[src/rtl/scale_shift_pipe.sv]
// Two-stage multi-lane signed scaler: arithmetic right shift with optional
// round-half-up, saturating left shift, valid/ready flow control and sat counter.
module scale_shift_pipe #(
  parameter int unsigned N     = 4,
  parameter int unsigned LANES = 2
) (
  input  logic                    clk,
  input  logic                    rst_n,
  input  logic                    in_valid,
  output logic                    in_ready,
  input  logic [LANES*(1<<N)-1:0] in_data,
  input  logic [N:0]              in_shift,
  input  logic                    in_rnd,
  output logic                    out_valid,
  input  logic                    out_ready,
  output logic [LANES*(1<<N)-1:0] out_data,
  output logic [LANES-1:0]        out_sat,
  input  logic                    sat_clr,
  output logic [15:0]             sat_cnt
);

  localparam int unsigned W  = 1 << N;
  localparam int unsigned DW = LANES * W;
  localparam int unsigned SW = N + 1;
  localparam int unsigned W2 = 2 * W;
  localparam int unsigned CW = 16;

  // Stage 1 state
  logic              s1_valid_q, s1_valid_d;
  logic [DW-1:0]     s1_data_q,  s1_data_d;
  logic [SW-1:0]     s1_shift_q, s1_shift_d;
  logic              s1_rnd_q,   s1_rnd_d;
  logic              s1_dir_r_q, s1_dir_r_d;
  logic              s1_dir_l_q, s1_dir_l_d;
  logic [LANES-1:0]  s1_rbit_q,  s1_rbit_d;
  logic [LANES-1:0]  s1_sat_q,   s1_sat_d;

  // Stage 2 (output) state
  logic              out_valid_q, out_valid_d;
  logic [DW-1:0]     out_data_q,  out_data_d;
  logic [LANES-1:0]  out_sat_q,   out_sat_d;
  logic [CW-1:0]     sat_cnt_q,   sat_cnt_d;

  // Decode results and datapath
  logic              dir_r_c;
  logic              dir_l_c;
  logic [SW-1:0]     shift_neg_c;
  logic [N-1:0]      rbit_idx_c;
  logic [LANES-1:0]  rbit_c;
  logic [LANES-1:0]  sat_c;
  logic [DW-1:0]     y_c;
  logic              s2_adv_c;
  logic              s1_adv_c;

  // Stage 1 decode: direction, round bit (bit k-1 of x) and left-shift overflow
  always_comb begin : s1_decode
    logic [W-1:0]  x;
    logic [W2-1:0] prod;
    x           = '0;
    prod        = '0;
    rbit_c      = '0;
    sat_c       = '0;
    dir_l_c     = in_shift[N];
    dir_r_c     = !in_shift[N] && (in_shift != '0);
    shift_neg_c = SW'(0) - in_shift;
    rbit_idx_c  = in_shift[N-1:0] - N'(1);
    for (int unsigned i = 0; i < LANES; i++) begin
      x    = in_data[i*W +: W];
      prod = {{W{x[W-1]}}, x} << shift_neg_c;
      rbit_c[i] = x[rbit_idx_c];
      // Product fits in W bits only if it equals the sign extension of its low half
      sat_c[i]  = dir_l_c && (prod != {{W{prod[W-1]}}, prod[W-1:0]});
    end
  end

  // Stage 2 datapath: apply the shift chosen in stage 1
  always_comb begin : s2_compute
    logic [W-1:0]        x;
    logic signed [W-1:0] rs;
    logic [N-1:0]        amt_r;
    logic [SW-1:0]       amt_l;
    x     = '0;
    rs    = '0;
    y_c   = '0;
    amt_r = s1_shift_q[N-1:0];
    amt_l = SW'(0) - s1_shift_q;
    for (int unsigned i = 0; i < LANES; i++) begin
      x  = s1_data_q[i*W +: W];
      rs = $signed(x) >>> amt_r;
      if (s1_sat_q[i]) begin
        y_c[i*W +: W] = x[W-1] ? {1'b1, {(W-1){1'b0}}} : {1'b0, {(W-1){1'b1}}};
      end else if (s1_dir_l_q) begin
        y_c[i*W +: W] = x << amt_l;
      end else if (s1_dir_r_q) begin
        y_c[i*W +: W] = rs + W'(s1_rnd_q & s1_rbit_q[i]);
      end else begin
        y_c[i*W +: W] = x;
      end
    end
  end

  // Flow control and next-state
  always_comb begin : next_state
    s2_adv_c    = !out_valid_q || out_ready;
    s1_adv_c    = !s1_valid_q || s2_adv_c;
    in_ready    = s1_adv_c;

    s1_valid_d  = s1_valid_q;
    s1_data_d   = s1_data_q;
    s1_shift_d  = s1_shift_q;
    s1_rnd_d    = s1_rnd_q;
    s1_dir_r_d  = s1_dir_r_q;
    s1_dir_l_d  = s1_dir_l_q;
    s1_rbit_d   = s1_rbit_q;
    s1_sat_d    = s1_sat_q;
    out_valid_d = out_valid_q;
    out_data_d  = out_data_q;
    out_sat_d   = out_sat_q;
    sat_cnt_d   = sat_cnt_q;

    if (s1_adv_c) begin
      s1_valid_d = in_valid;
      if (in_valid) begin
        s1_data_d  = in_data;
        s1_shift_d = in_shift;
        s1_rnd_d   = in_rnd;
        s1_dir_r_d = dir_r_c;
        s1_dir_l_d = dir_l_c;
        s1_rbit_d  = rbit_c;
        s1_sat_d   = sat_c;
      end
    end

    if (s2_adv_c) begin
      out_valid_d = s1_valid_q;
      if (s1_valid_q) begin
        out_data_d = y_c;
        out_sat_d  = s1_sat_q;
      end
    end

    // Clear takes priority; the counter sticks at all-ones
    if (sat_clr) begin
      sat_cnt_d = '0;
    end else if (out_valid_q && out_ready && (|out_sat_q) && (sat_cnt_q != {CW{1'b1}})) begin
      sat_cnt_d = sat_cnt_q + CW'(1);
    end
  end

  always_ff @(posedge clk or negedge rst_n) begin
    if (!rst_n) begin
      s1_valid_q  <= 1'b0;
      s1_data_q   <= '0;
      s1_shift_q  <= '0;
      s1_rnd_q    <= 1'b0;
      s1_dir_r_q  <= 1'b0;
      s1_dir_l_q  <= 1'b0;
      s1_rbit_q   <= '0;
      s1_sat_q    <= '0;
      out_valid_q <= 1'b0;
      out_data_q  <= '0;
      out_sat_q   <= '0;
      sat_cnt_q   <= '0;
    end else begin
      s1_valid_q  <= s1_valid_d;
      s1_data_q   <= s1_data_d;
      s1_shift_q  <= s1_shift_d;
      s1_rnd_q    <= s1_rnd_d;
      s1_dir_r_q  <= s1_dir_r_d;
      s1_dir_l_q  <= s1_dir_l_d;
      s1_rbit_q   <= s1_rbit_d;
      s1_sat_q    <= s1_sat_d;
      out_valid_q <= out_valid_d;
      out_data_q  <= out_data_d;
      out_sat_q   <= out_sat_d;
      sat_cnt_q   <= sat_cnt_d;
    end
  end

  assign out_valid = out_valid_q;
  assign out_data  = out_data_q;
  assign out_sat   = out_sat_q;
  assign sat_cnt   = sat_cnt_q;

endmodule
[config.mk]
export PLATFORM = sky130hd
export DESIGN_NAME = scale_shift_pipe
export DESIGN_NICKNAME = d
export VERILOG_FILES = /design/src/rtl/scale_shift_pipe.sv
export SDC_FILE = /design/constraint.sdc
export NUM_CORES = 1
export LEC_CHECK = 0
export CAP_MARGIN = 25
export CORE_MARGIN = 4
export CORE_UTILIZATION = 60
export DETAILED_ROUTE_END_ITERATION = 8
export GPL_TIMING_DRIVEN = 0
export PLACE_DENSITY = 0.87
export SYNTH_ARGS = -nofsm -noshare
export SYNTH_HDL_FRONTEND = slang
export SYNTH_SLANG_ARGS = --single-unit
[constraint.sdc]
create_clock -name clk -period 7.2 [get_ports clk]
set_input_delay 1.08 -clock clk [delete_from_list [all_inputs] [get_ports clk]]
set_output_delay 1.08 -clock clk [all_outputs]
set_load 0.02 [all_outputs]
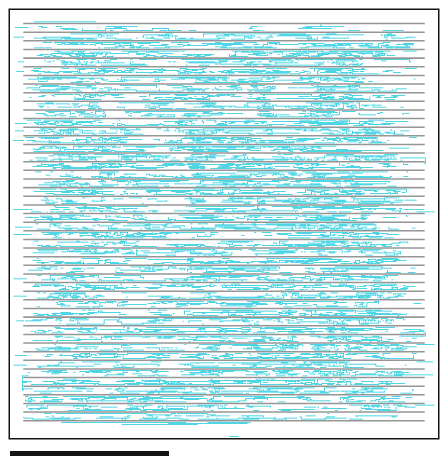
Fig. 1. The metal 1 layer (run 1).
Scale bar: 50 um. Supply wires on this layer in gray.
nets with wire on the layer: 1178
longest straight run: 42.8 um
wire length on this layer: 13300 um
main direction: horizontal
share of all routed wire: 38%
met1 global-route usage: 50.81%
vias: 10080
Post-Route WL: 35040 um

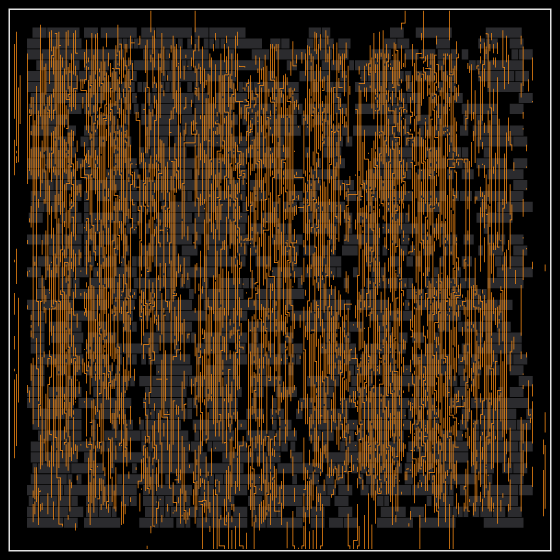
Fig. 2. M2 wires (run 1).
nets with wire on the layer: 1079
longest straight run: 70.0 um
GR met2 Demand/Resource: 62.37%

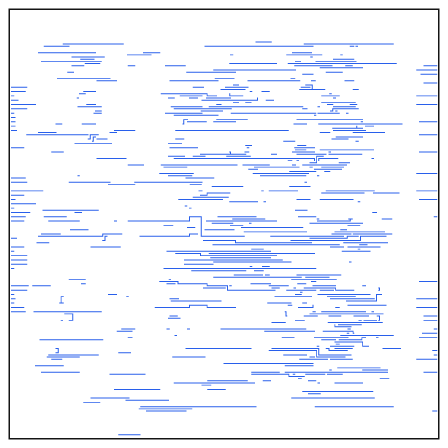
Fig. 3. Met3 routing (run 1).
wire length on this layer: 3640 um
nets with wire on the layer: 304
main direction: horizontal
met3 Track Usage GR: 5.700%

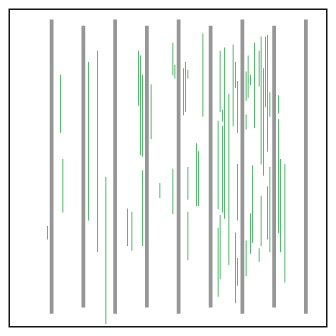
Fig. 4. The metal 4 layer (run 1).
Supply wires on this layer in gray.
longest straight run: 85.7 um
share of all routed wire: 4.8%
main direction: vertical

==> run notes, run 1 <==
Figures from the flow reports.

Outcome:
- The run finished with clean final reports.

Placement:
- During placement, the flow inserted port buffers numbering 90.
- The run gives the instance area after placement as 10850 sq um.
- STA on the placed design reports a worst setup slack of 2.417 ns.
- The run puts the global placer's final weighted congestion at 1.039.
- The run puts the post-placement cell count at 1429.
- Detailed placement finished with a half-perimeter wire length of 26680 um.

Yosys:
- The run gives the flip-flop and latch count after synthesis as 95.
- The run gives the dominant kind of combinational cell as multiplexers.
- Per the synthesis report, the XOR/XNOR share of the synthesized area is 3.901%.
- The run gives the count of distinct cell types in the synthesized netlist as 85.
- The run gives the compound-gate portion of the synthesized area as 19.64%.
- In this run, the synthesized area fraction spent on and/or/nand/nor cells is recorded as 20.05%.
- In the post-synthesis netlist, the biggest area contributors are dfrtp_1 (25%), mux4_2 (15%), nand2_1 (7.9%).
- The synthesis run shows multiplexers occupying 24.41% of the cell area.
- The run puts the share of flip-flops with an asynchronous set or reset after synthesis at 100.0%.
- The run gives the share of the yosys chip area belonging to registers as 24.63%.
- The run gives the dominant synthesized flop cell as dfrtp_1.
- The run puts the synthesized chip area reported by yosys at 9653 sq um.
- The run gives the total standard cell area after synthesis as 9653 sq um.
- The run puts the share of the synthesized area in the top cell type at 24.63%.
- The run puts the average footprint of a synthesized cell at 8.603 sq um.
- The run puts the number of nets in the synthesized netlist at 1174.
- The synthesis log from Yosys contains 0 warnings.
- The synthesized design spends more area on one cell type than any other, namely dfrtp_1.
- After Yosys synthesis, full adders, half adders and majority gates account for 1.167% of the synthesized area.

Worst setup path:
- The most critical setup path has its endpoint at out_data[30]$_DFFE_PN0P_.
- The run gives the endpoint class of the critical path as a register.
- Counting cells, the worst reg-to-reg path comes to 15.
- The run gives the worst setup path startpoint as s1_shift_q[0]$_DFFE_PN0P_.
- The run gives the reg-to-reg critical path startpoint as s1_shift_q[0]$_DFFE_PN0P_.
- The cell that appears most often on the critical path is buf_1.
- The endpoint identified for the worst register-to-register timing path is out_data[30]$_DFFE_PN0P_.
- The longest incremental delay of any stage on the critical path is reported as 0.56 ns.
- The required time at the worst endpoint is listed as 7.45 ns.
- The data arrival time reported for the critical path is 5.12 ns.
- For this design, the slowest cell found on the critical path is buf_1.

CTS:
- The run puts the maximum clock insertion buffer count at 2.
- The run puts the post-cts repair resize count at 0.
- The run gives the clock net sink count as 95.
- Hold repair after CTS inserted 0 buffers.
- Looking at the clock tree report, the root buffer type is clkbuf_16.
- The run gives the total CTS buffers as 9.
- TritonCTS built the clock tree.
- Per the CTS log, the maximum H-tree level is 3.
- The run puts the post-CTS setup buffer count at 0.
- The run gives the clock latency at the later pin of the worst-skew pair as 0.37 ns.

Min path:
- Per the hold report, the tightest min-delay path originates at out_data[1]$_DFFE_PN0P_.
- The endpoint of the worst hold path is reported as out_data[1]$_DFFE_PN0P_.
- Note that the worst hold path type here is register to register.
- The run puts the number of cells traversed by the worst hold path at 2.

STA:
- The run puts the number of slew-limit violations in the final report at 0.
- The run puts the worst max-slew margin expressed relative to the limit at 26.20%.
- Setup repair after global routing left no endpoint under its margin.
- The run gives the sum of negative setup slack as 0 ns.
- The run gives the smallest hold slack as 0.4813 ns.
- The final timing report lists clock skew as 0.01071 ns.
- The run gives the total setup violations reported at the end of the flow as 0.
- The run gives the maximum frequency from static timing analysis as 205.2 MHz.
- The run puts the final tally of hold violations at 0.
- The run gives the fraction of the cycle the final worst path needs as 67.70%.

Final layout:
- The library cells used most frequently in the layout, excluding fill and tap cells, are nand2_1 (204), dfrtp_1 (95), clkdlybuf4s50_1 (89).
- The run puts the flip-flop and latch area at 2377 sq um.
- Per the final layout report, the fraction of cells sized above drive strength 1 comes to 12.69%.
- The net count of the finished layout is 1276.
- The run gives the synthesis-to-layout area growth as 15.67%.
- The run puts the combinational gate area at 6676 sq um.
- The run puts the utilization after layout at 70.55%.
- The run puts the final antenna diode count at 0.

Drt:
- The run gives the per-cell via count in the routed design as 6.976.
- The run gives the number of remaining DRC errors as 0.
- The run gives the length of the first detailed-routing pass in iterations as 5.
- After the first detailed-routing iteration, the DRC count stood at 1319.

Pwr:
- The internal portion of the total power is 1.519 mW.
- The run gives the leakage power summed over all cells as 4.475 nW.
- The worst VDD IR drop from the latest analysis is 131.9 uV.
- Summing internal, switching and leakage power gives 2.748 mW.
- The run gives the share of power burned in the clock network as 19.2%.

Floorplan:
- The run gives the area of the core region as 15830 sq um.
- The run puts the standard-cell row count at 46.
- Pin placement for this block handled 95 I/O pins.
- The run gives the starting utilization of the core area as 60.99%.
- The run gives the area of the die as 18180 sq um.

Global route:
- The run gives the number of antenna violations at the first check in global routing as 0.
- The run puts the number of global-route vias before repair at 9611.
- The run gives the wire length of the first global-routing pass as 54210 um.
- The run gives the most heavily used metal layer in global routing as met2.
- The run puts the sum of overflow across all layers after global routing at 0.
- Entering global routing, the biggest net connects 69 pins.
- Global routing used 38.43% of the available tracks.

Job:
- The run gives the number of logged tool warnings as 27.
- The run gives the total of max-cap violations as 0.
## run 1: power by group through the flow
stage          Combinational (mW)  Clock (mW)  Sequential (mW)
6_report                     1.51       0.527            0.712
4_1_cts                      1.47       0.523            0.707
3_5_place_dp                 1.46           0            0.717
5_1_grt                      1.59       0.544            0.722
2_1_floorplan               0.918           0            0.769
3_3_place_gp                 1.45           0            0.712
## run 1: layout make-up
class / count / share of cell area, %
clock buffers: 9 / 2.017
clock inverters: 7 / 0.8180
flip-flops and latches: 95 / 21.29
repair buffers: 91 / 8.292
plain buffers: 103 / 4.729
multi-input cells: 905 / 59.79
well taps: 216 / 2.420
inverters: 19 / 0.6387
## run 1: synthesized netlist by cell type (11+ instances only)
master,instances
xor2_1,25
a21oi_1,67
xnor2_1,18
buf_2,16
mux4_2,64
nand2b_1,13
nand2_1,204
a31oi_1,22
nor2_1,83
nor3_1,24
mux2i_1,57
o21ai_0,63
dfrtp_1,95
nand3_1,26
and3_1,11
nor2b_1,13
inv_1,18
mux2_2,16
clkbuf_1,56
a211oi_1,17
buf_1,12
o22ai_1,12
## run 1: flip-flops by register name (all words and copies together), names as in the netlist
register and flops:
s1_sat_q 2, sat_cnt 16, s1_valid_q 1, out_valid 1, s1_rnd_q 1, s1_dir_r_q 1
s1_shift_q 5, s1_data_q 32, out_data 32, s1_rbit_q 2, out_sat 2
## run 1: routing by layer
metal	share of wire, %	vias up
li1	-	4367
met2	47	763
met5	0	-
met1	38	4805
met4	4.8	0
met3	10	146
## run 1: worst max-delay path, delay by kind of cell, from the launching register on
family                     cells  cell delay (ns)
AOI/OAI and AO/OA              5             1.07
adders and majority gates      1             0.26
buffers and inverters          8             2.94
DFF                            1             0.40
and+or+nand+nor                1             0.08
==> run 2, diff against run 1 <==
- CORE_UTILIZATION: 60 -> 59
- PLACE_DENSITY: 0.87 -> 0.86
- clock period: 7.2 -> 4.6 ns (I/O delays scaled with it)
==> run notes, run 2 <==
Figures from the flow reports.

CTS:
- Clock-pin slew was measured on the worst setup and hold paths at 0.08 ns.
- The run puts the count of H-tree levels built during CTS at 3.
- The run gives the maximum clock insertion buffer count as 2.
- The run puts the clock net sink count at 95.
- The run gives the CTS tree as done.
- The run gives the post-CTS setup buffer count as 0.
- The run gives the total CTS buffers as 9.
- The run puts the clock latency at the later pin of the worst-skew pair at 0.37 ns.
- The tree is rooted in a clkbuf_16.

Worst setup path:
- The run gives the endpoint class of the critical path as a register.
- STA lists the startpoint of the worst register-to-register path as s1_shift_q[0]$_DFFE_PN0P_.
- The run gives the setup slack on the worst flop-to-flop path as 0.33 ns.
- The worst setup path is of the register to register kind.
- STA classifies the critical path startpoint as a register.
- The run gives the critical path's most frequent cell as buf_4.
- The report shows a maximum critical-path fanout of 10.
- The run puts the arrival time at the worst endpoint at 4.58 ns.
- According to the timing report, the critical path is captured at out_data[22]$_DFFE_PN0P_.
- In this run the critical register-to-register path is captured at out_data[22]$_DFFE_PN0P_.
- The run gives the data required time at the worst endpoint as 4.91 ns.
- The run gives the number of cell instances on the worst register-to-register path as 16.
- The largest individual stage delay along the critical path comes from the cell mux4_2.
- The run puts the maximum single-stage delay on the critical path at 0.51 ns.
- The cell sequence reported for the critical path is buf_6 > buf_8 > buf_4 > buf_6 > buf_4 > buf_4 > mux4_2 > nand2_1 > a31oi_1 > ha_1 > ha_1 > and2_1 > a32oi_2 > o21ai_0 > a311oi_1 > o221a_1.
- The run gives the worst setup path startpoint as s1_shift_q[0]$_DFFE_PN0P_.

Final layout:
- The run puts the combinational gate area at 6676 sq um.
- The most common logic cell in the final layout is nand2_1.
- The run puts the tally of non-filler cells in the final layout at 1444.
- The run puts the flip-flop and latch area at 2377 sq um.
- The library cells used most frequently in the layout, excluding fill and tap cells, are nand2_1 (204), dfrtp_1 (95), clkdlybuf4s50_1 (89).
- Cells with a size suffix above 1 make up 12.87% of the layout.
- The run gives the final layout net count as 1275.
- The run puts the post-route standard cell area excluding fillers at 11150 sq um.
- The run gives the number of fill cells in the layout as 1310.
- The run gives the synthesis-to-layout area growth as 15.48%.
- The run gives the final antenna diode count as 0.

STA:
- The run puts the actual transition at the worst max-transition pin at 1.008 ns.
- Across all hold checks on the routed design, the worst slack comes to 0.2414 ns.
- The final max-slew violation count recorded for this run is 0.
- Summed over all failing endpoints, the final setup total negative slack is 0 ns.
- The last timing report of the flow puts the setup violation total at 0.
- The run puts the fraction of the cycle the final worst path needs at 92.88%.
- The run gives the maximum frequency from static timing analysis as 234.0 MHz.
- In the post-route analysis, the smallest setup slack over all paths is 0.3273 ns.
- The run gives the worst max-slew margin expressed relative to the limit as 32.33%.
- The final hold violation count recorded for this run is 0.
- Setup repair after global routing left no endpoint under its margin.
- The run puts the worst-case clock skew at 0.01541 ns.
- The run gives the minimum clock period as 4.273 ns.

Yosys:
- In this run the biggest area consumer among cell types represents 24.63% of the synthesized area.
- The most frequently used library cell after synthesis is nand2_1.
- The run gives the dominant synthesized flop cell as dfrtp_1.
- By area the synthesized netlist is led by dfrtp_1 (25%), mux4_2 (15%), nand2_1 (7.9%).
- The run puts the average footprint of a synthesized cell at 8.603 sq um.
- The run puts the share of flip-flops with an asynchronous set or reset after synthesis at 100.0%.
- The run puts the total standard cell area after synthesis at 9653 sq um.
- The warning tally printed by Yosys for this design is 0.
- The run gives the share of the yosys chip area belonging to registers as 24.63%.
- Counting every net in the synthesized netlist gives 1174.
- Sorting the synthesized cells by how often they occur yields nand2_1 (204), dfrtp_1 (95), nor2_1 (83), a21oi_1 (67), mux4_2 (64).
- The run gives the cell type with the largest total area as dfrtp_1.
- The run puts the flip-flop and latch count after synthesis at 95.
- After synthesis, the design contains 1122 cells according to Yosys.
- The run puts the count of distinct cell types in the synthesized netlist at 85.
- The synthesized netlist handed to floorplanning was reported with a cell count of 1122.
- Yosys mapped a number of flops with a built-in enable equal to 0.
- The run puts the synthesized chip area reported by yosys at 9653 sq um.

Floorplan:
- For this configuration, the core starts out at a cell density of 60.55%.
- The initialized floorplan defines 46 standard-cell rows.
- The region available for standard cell placement spans 15940 sq um.
- The run gives the die extent in x as 135.9 um.
- The chip occupies 18470 sq um.
- According to the I/O placement log, the pin count is 95.
- The run puts the vertical extent of the die at 135.9 um.

Global route:
- The run puts the number of antenna violations at the first check in global routing at 0.
- The run gives the number of global-route vias before repair as 9457.
- The run puts the pin count of the biggest net entering global routing at 69.
- The run puts the total routing usage reported by global routing at 37.17%.
- The run gives the wire length of the first global-routing pass as 53120 um.
- The run puts the sum of overflow across all layers after global routing at 0.

Placement:
- In this run the cell area measured after placement is 10850 sq um.
- The count of buffers added on input and output ports is 90.
- After detailed placement, the design holds a cell count of 1429.
- The run gives the global placer's final weighted congestion as 1.035.
- The run gives the final HPWL from detailed placement as 26110 um.
- The run gives the worst setup slack after placement as -0.09421 ns.

Pwr:
- Total power normalized to cell area comes to 379.1 nW/um^2.
- The completed layout was analyzed and its total power is 4.225 mW.
- The analysis attributes to cell leakage a power of 4.470 nW.
- The run gives the peak ir drop on the vdd network as 246.9 uV.

Job:
- The run puts the number of logged tool warnings at 27.
- Across the run, the number of max-cap violations was 0.

Min path:
- The most critical min-delay path falls under input port to asynchronous set/reset pin.

Drt:
- The run puts the count of antenna-violating nets left after detailed routing at 0.
- Using the TritonRoute via totals, the vias-per-cell ratio works out to 6.892.
- The run gives the length of the first detailed-routing pass in iterations as 6.
- The run puts the number of remaining DRC errors at 0.
- Per the log, the first TritonRoute iteration ended with a DRC count of 1220.

Outcome:
- The flow ran to the end, and the final reports show no timing, DRC or antenna violations.
[run 2: cell types whose count changed in the layout (fill, tap and decap cells not counted)]
cell        previous run  this run
clkinvlp_4             1         2
clkinv_4               2         0
buf_1                 12        10
inv_8                  1         3
clkbuf_2               0         2
bufinv_16              1         0
clkbuf_1              56        55
[run 2: final cells by class]
cell class | instances | area share (%)
plain buffers | 102 | 4.726
inverters | 19 | 0.6398
flip-flops and latches | 95 | 21.33
well taps | 216 | 2.425
clock inverters | 7 | 0.6623
multi-input cells | 905 | 59.89
repair buffers | 91 | 8.306
clock buffers | 9 | 2.020
[run 2: layer usage]
metal  GRT usage [%]  up-vias  routed length (um)
met2           59.65      754               15690
met4           17.19        0                1519
li1                -     4368                   -
met5               0        -                   0
met1           50.02     4704               13100
met3           5.514      126                3719
[run 2: cell families (layout without fill, tap and decap cells)]
| family | after synthesis | after routing | synth area share (%) |
|---|---|---|---|
| AOI/OAI and AO/OA | 280 | 280 | 19.64 |
| and+or+nand+nor | 427 | 427 | 20.05 |
| DFF | 95 | 95 | 24.63 |
| buffers and inverters | 122 | 228 | 6.209 |
| xor gates and xnor gates | 43 | 43 | 3.901 |
| adders and majority gates | 9 | 9 | 1.167 |
| muxes | 146 | 146 | 24.41 |
[run 2: what timing repair did]
item                                    CTS  global route
endpoints found under the hold margin     0             0
endpoints found under the setup margin    4            15
resized                                   1             1
hold buffers                              0             0
[run 2: where the power goes]
group          switching [mW]  internal, mW
sequential              0.125         0.982
clock                   0.378         0.385
combinational            1.40         0.959
total                    1.90          2.33
[run 2: worst max-delay path, delay by kind of cell (launching register included)]
kind	cells	cell delay [ns]
AND-OR/OR-AND	5	1.28
adder cells (fa/ha/maj)	2	0.51
buffers and inverters	6	1.28
flip-flops	1	0.38
multiplexers	1	0.51
AND/OR/NAND/NOR	2	0.24
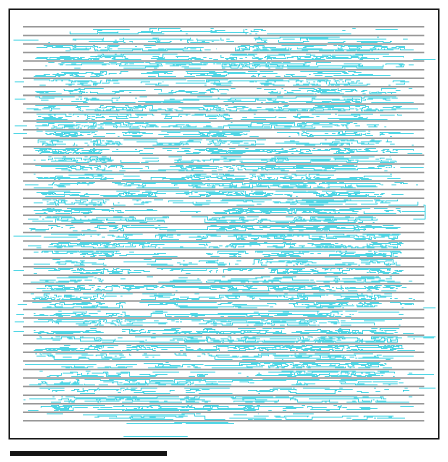
Fig. 5. The metal 1 layer (run 2).
Scale bar: 50 um. Supply wires on this layer in gray.
nets with wire on the layer: 1188
share of all routed wire: 38%
longest straight run: 37.7 um
main direction: horizontal
wire length on this layer: 13100 um
Post-Route WL: 34030 um
vias: 9952
met1 global-route usage: 50.02%

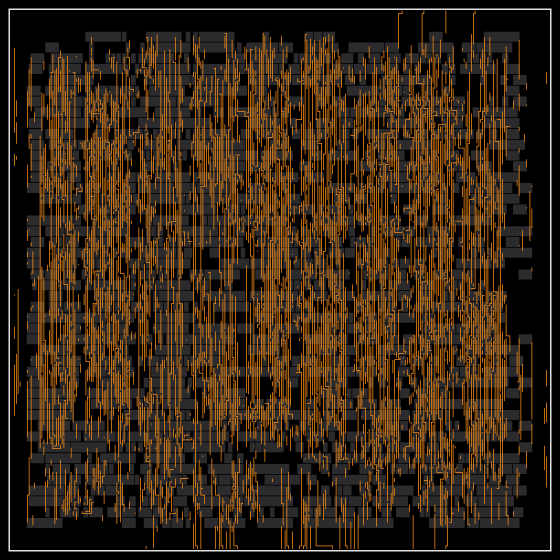
Fig. 6. M2 wires (run 2).
longest straight run: 85.0 um
main direction: vertical
share of all routed wire: 46%

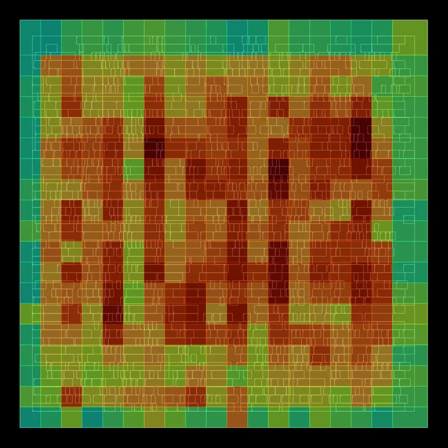
Fig. 7. Routing congestion map (run 2).
busiest layer in global routing: met2
routed wire length per instance: 23.57 um
final core utilization: 69.92%
met3 Track Usage GR: 5.514%

Power is estimated from default activity; no workload was simulated.
